File: config.mk
export PLATFORM = sky130hd
export DESIGN_NAME = pipeline_stall_unit
export DESIGN_NICKNAME = d
export VERILOG_FILES = /design/src/rtl/pipeline_stall_unit.sv
export SDC_FILE = /design/constraint.sdc
export NUM_CORES = 1
export LEC_CHECK = 0
export ABC_AREA = 1
export CELL_PAD_IN_SITES_DETAIL_PLACEMENT = 1
export CELL_PAD_IN_SITES_GLOBAL_PLACEMENT = 1
export CORE_UTILIZATION = 38
export CTS_CLUSTER_DIAMETER = 80
export DETAILED_ROUTE_END_ITERATION = 16
export PLACE_DENSITY = 0.95
export SLEW_MARGIN = 20
export SYNTH_ARGS = -nofsm -noshare
export SYNTH_HDL_FRONTEND = slang
export SYNTH_SLANG_ARGS = --single-unit
File: constraint.sdc
create_clock -name clk_i -period 2.37 [get_ports clk_i]
set_input_delay 0.3555 -clock clk_i [delete_from_list [all_inputs] [get_ports clk_i]]
set_output_delay 0.3555 -clock clk_i [all_outputs]
set_load 0.02 [all_outputs]
File: src/rtl/pipeline_stall_unit.sv
// rtl/pipeline_stall_unit.sv - hazard/stall controller for an in-order pipeline
module pipeline_stall_unit (
    input  logic        clk_i,
    input  logic        rst_i,
    input  logic [4:0]  IF_ID_RsAddr_i,
    input  logic [4:0]  IF_ID_RtAddr_i,
    input  logic        ID_EX_MemRead_i,
    input  logic [4:0]  ID_EX_RtAddr_i,
    input  logic        Branch_Taken_i,
    input  logic        DMem_Req_i,
    input  logic        DMem_Ready_i,
    output logic        PC_Write_o,
    output logic        IF_ID_Write_o,
    output logic        IF_ID_Flush_o,
    output logic        ID_EX_Bubble_o,
    output logic        Pipe_Hold_o,
    output logic [15:0] Stall_Count_o,
    output logic        Mem_Timeout_o
);

    typedef enum logic [1:0] {
        RUN      = 2'd0,
        LU_STALL = 2'd1,
        MEM_WAIT = 2'd2
    } state_t;

    state_t      state_q, state_d;
    logic [7:0]  wait_cnt_q, wait_cnt_d;
    logic [15:0] stall_cnt_q, stall_cnt_d;
    logic        timeout_q, timeout_d;

    logic load_use;
    logic mem_busy;

    // Hazard detection; an access with no request is not a memory event
    always_comb begin
        load_use = ID_EX_MemRead_i && (ID_EX_RtAddr_i != 5'd0) &&
                   ((ID_EX_RtAddr_i == IF_ID_RsAddr_i) || (ID_EX_RtAddr_i == IF_ID_RtAddr_i));
        mem_busy = DMem_Req_i && !DMem_Ready_i;
    end

    // Next state and pipeline controls: memory wait beats load-use beats branch flush
    always_comb begin
        state_d        = RUN;
        PC_Write_o     = 1'b1;
        IF_ID_Write_o  = 1'b1;
        IF_ID_Flush_o  = 1'b0;
        ID_EX_Bubble_o = 1'b0;
        Pipe_Hold_o    = 1'b0;
        if (mem_busy) begin
            PC_Write_o    = 1'b0;
            IF_ID_Write_o = 1'b0;
            Pipe_Hold_o   = 1'b1;
            state_d       = MEM_WAIT;
        end else if (load_use) begin
            // The branch, if any, is dropped here and seen again next cycle
            PC_Write_o     = 1'b0;
            IF_ID_Write_o  = 1'b0;
            ID_EX_Bubble_o = 1'b1;
            state_d        = LU_STALL;
        end else if (Branch_Taken_i) begin
            IF_ID_Flush_o = 1'b1;
        end
        if (!rst_i) begin
            PC_Write_o     = 1'b0;
            IF_ID_Write_o  = 1'b0;
            IF_ID_Flush_o  = 1'b0;
            ID_EX_Bubble_o = 1'b0;
            Pipe_Hold_o    = 1'b0;
            state_d        = RUN;
        end
    end

    // Wait counter restarts on entry to MEM_WAIT, saturates, and arms the sticky timeout
    always_comb begin
        wait_cnt_d = wait_cnt_q;
        if (mem_busy) begin
            if (state_q != MEM_WAIT) begin
                wait_cnt_d = 8'd0;
            end else if (wait_cnt_q != 8'hFF) begin
                wait_cnt_d = wait_cnt_q + 8'd1;
            end
        end
        timeout_d = timeout_q || (wait_cnt_d == 8'hFF);
    end

    // Saturating count of cycles in which the PC did not advance
    always_comb begin
        stall_cnt_d = stall_cnt_q;
        if (!PC_Write_o && (stall_cnt_q != 16'hFFFF)) begin
            stall_cnt_d = stall_cnt_q + 16'd1;
        end
    end

    // State registers with synchronous active-low reset
    always_ff @(posedge clk_i) begin
        if (!rst_i) begin
            state_q     <= RUN;
            wait_cnt_q  <= 8'd0;
            stall_cnt_q <= 16'd0;
            timeout_q   <= 1'b0;
        end else begin
            state_q     <= state_d;
            wait_cnt_q  <= wait_cnt_d;
            stall_cnt_q <= stall_cnt_d;
            timeout_q   <= timeout_d;
        end
    end

    assign Stall_Count_o = stall_cnt_q;
    assign Mem_Timeout_o = timeout_q;

endmodule
Nets reached from selected ports:
(4 px per um)
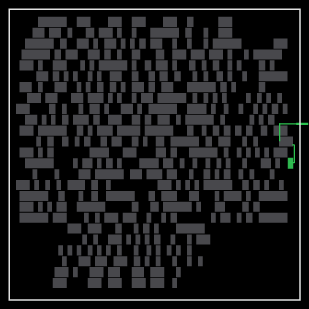
Key: DMem_Ready_i = green [bits 1, direction input, end cells 1, buffers 1, wire 14.8 um]
I/O pin cnt: 43
Port Buffers: 42

The metal 2 layer:
(6 px per um) Cells faint in the background.
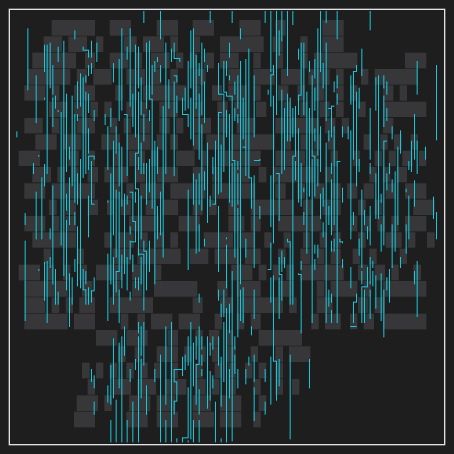
The longest straight run is 39.1 um. The layer carries 2860 um of wire. 303 nets have wire on it.
vias: 1929
Routed WL: 5349 um
GR Util met2: 0.4278

Routed clock nets over the placement:
(6 px per um)
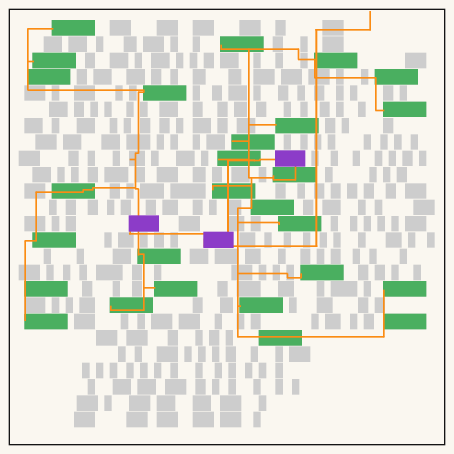
Key: cells driving clock nets = purple [count 3]; clock wires = orange [length 405 um]; flip-flops = green [count 27]
There are 4 routed clock nets.

Placed cells, one color a class:
(4 px per um) Fill, decap, tap and diode cells in gray.
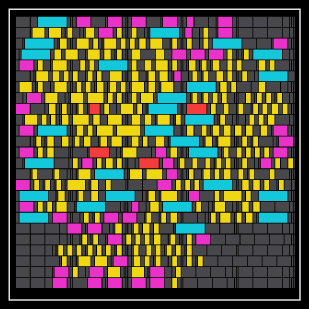
Key: other buffers and delay cells = magenta [cells 48]; all other logic = yellow [cells 249]; flip-flops = cyan [cells 27]; clock drivers and dummy loads = red [cells 4]

==> notes.md <==
yosys + openroad results -> Late-Pin Clk Latency 0.29 ns, XOR/XNOR Fraction of Synth Area 0.07923, WL met3 approximately 110 um, CTS tree built, main logic family after synthesis simple AND/OR/NAND/NOR gates, Slowest-stage cell, CP clkdlybuf4s50_1, H-tree Lvls 1, WL met2 2854 um, Synth Seq Share 0.2876, HP Class register to register, drt first pass iters 4, Hold Crit Depth 2, worst reg-to-reg setup slack 0.43 ns, max_slew headroom 0.7916, Commonest Layout Cell nand2_1, GR Util met1 0.2692, Crit Path Max Fanout 4, Worst path max stage delay ~0.63 ns, Min Clock Period, post-route 2.225 ns, Unique cell types 28, Die Ht 72.33 um, Met1 Wirelength between 2000 and 2500 um, FF-to-FF Start Stall_Count_o[0], Final Cycle Share 0.9387, CP required 2.01 ns, tool warnings 26, RSZ-0062 raised after global routing false, initial antenna violation count 0, DP Area 2347 um2, TritonCTS buffer count 3, Std-Cell Rows 25, RR Endpoint Stall_Count_o[4], Nets at Floorplan between 300 and 400, largest net degree at the start of global routing 24, cell area power density between 300 and 400 nW/um2, critical path type input pin to primary output, Top-area cell share 0.2876, startpoint types input pin, setup violators final 0, clock transition at the registers of the reported paths 0.11 ns, DR iter-0 viols 65, area grow syn2layout 26.43%, Worst-Margin Slew 0.3121 ns, root buf cell clkbuf_8, Detail Route Antenna Nets 0, Basic Gates by Area 0.4268, area fraction in mux cells 0, status finished, final reports clean, WP depth 5, post-route cell area 2376 um2, All-Layer GR Usage 0.2281, mean post-synth cell area roughly 6.6 um2, CP Capture Point Pipe_Hold_o, Slew Limit Fails 0, Worst Reg2Reg Path Length in Cells 9, critical path arrival 1.87 ns, Synth Warn # 0, postcts setup bufs 0, area reported by Yosys stat 1879 um2, Post-Route Utilization 0.4997, CP cell instances clkdlybuf4s50_1, inv_1, buf_4, nor2_1, clkdlybuf4s50_1, Ant. Diodes 0, initial core utilization 0.3953, Max Fclk 449.5 MHz, Die Area between 5000 and 6000 um2, startpoint of the worst hold path Mem_Timeout_o, Yosys Instances 284, worst hold slack 0.4550 ns, Synth Area in Adders 0.01332, first-pass GRT wire length 9308 um
[stage by stage]
step | power, W | std cells | setup WS (ns) | TNS [ns]
2_1_floorplan | 0.0005840 | 284 | 0.5490 | 0
3_3_place_gp | 0.0006512 | 391 | -0.1531 | -0.4608
3_5_place_dp | 0.0006569 | 391 | -0.2234 | -0.7354
4_1_cts | 0.0009339 | 395 | 0.06572 | 0
5_1_grt | 0.0009798 | 395 | 0.03791 | 0
6_report | 0.0009247 | 395 | 0.1453 | 0
[final cells by class]
| type | instances | area, um2 | share of cell area |
|---|---|---|---|
| Clock buffer | 3 | 41.29 | 0.01738 |
| Sequential cell | 27 | 540.5 | 0.2275 |
| Timing Repair Buffer | 48 | 445.4 | 0.1875 |
| Multi-Input combinational cell | 217 | 1134 | 0.4771 |
| Clock inverter | 1 | 7.507 | 0.003160 |
| Inverter | 32 | 123.9 | 0.05213 |
| Tap cell | 67 | 83.83 | 0.03528 |
[where the power goes]
part / total, W / switching [W] / leakage, nW / internal, W
logic: 0.000171 / 0.0000940 / 0.731 / 0.0000771
clock network: 0.000281 / 0.000161 / 0.0217 / 0.000120
registers: 0.000473 / 0.0000103 / 0.219 / 0.000462
total: 0.000925 / 0.000266 / 0.971 / 0.000659
[Yosys cell counts]
master	n
nand2_1	71
nor2_1	43
inv_1	30
nand3_1	30
dfxtp_1	27
xor2_1	12
nor3_1	11
a21oi_1	10
a21oi_2	10
nand2_2	6
xnor2_1	5
o21ai_0	4
nand2_4	3
nand3b_1	3
buf_4	2
buf_6	2
ha_1	2
nand3_2	2
nor2_4	2
buf_12	1
buf_2	1
buf_8	1
clkbuf_1	1
clkinvlp_4	1
inv_2	1
nand4_1	1
nor3_2	1
nor3_4	1
Power is estimated from default activity; no workload was simulated.
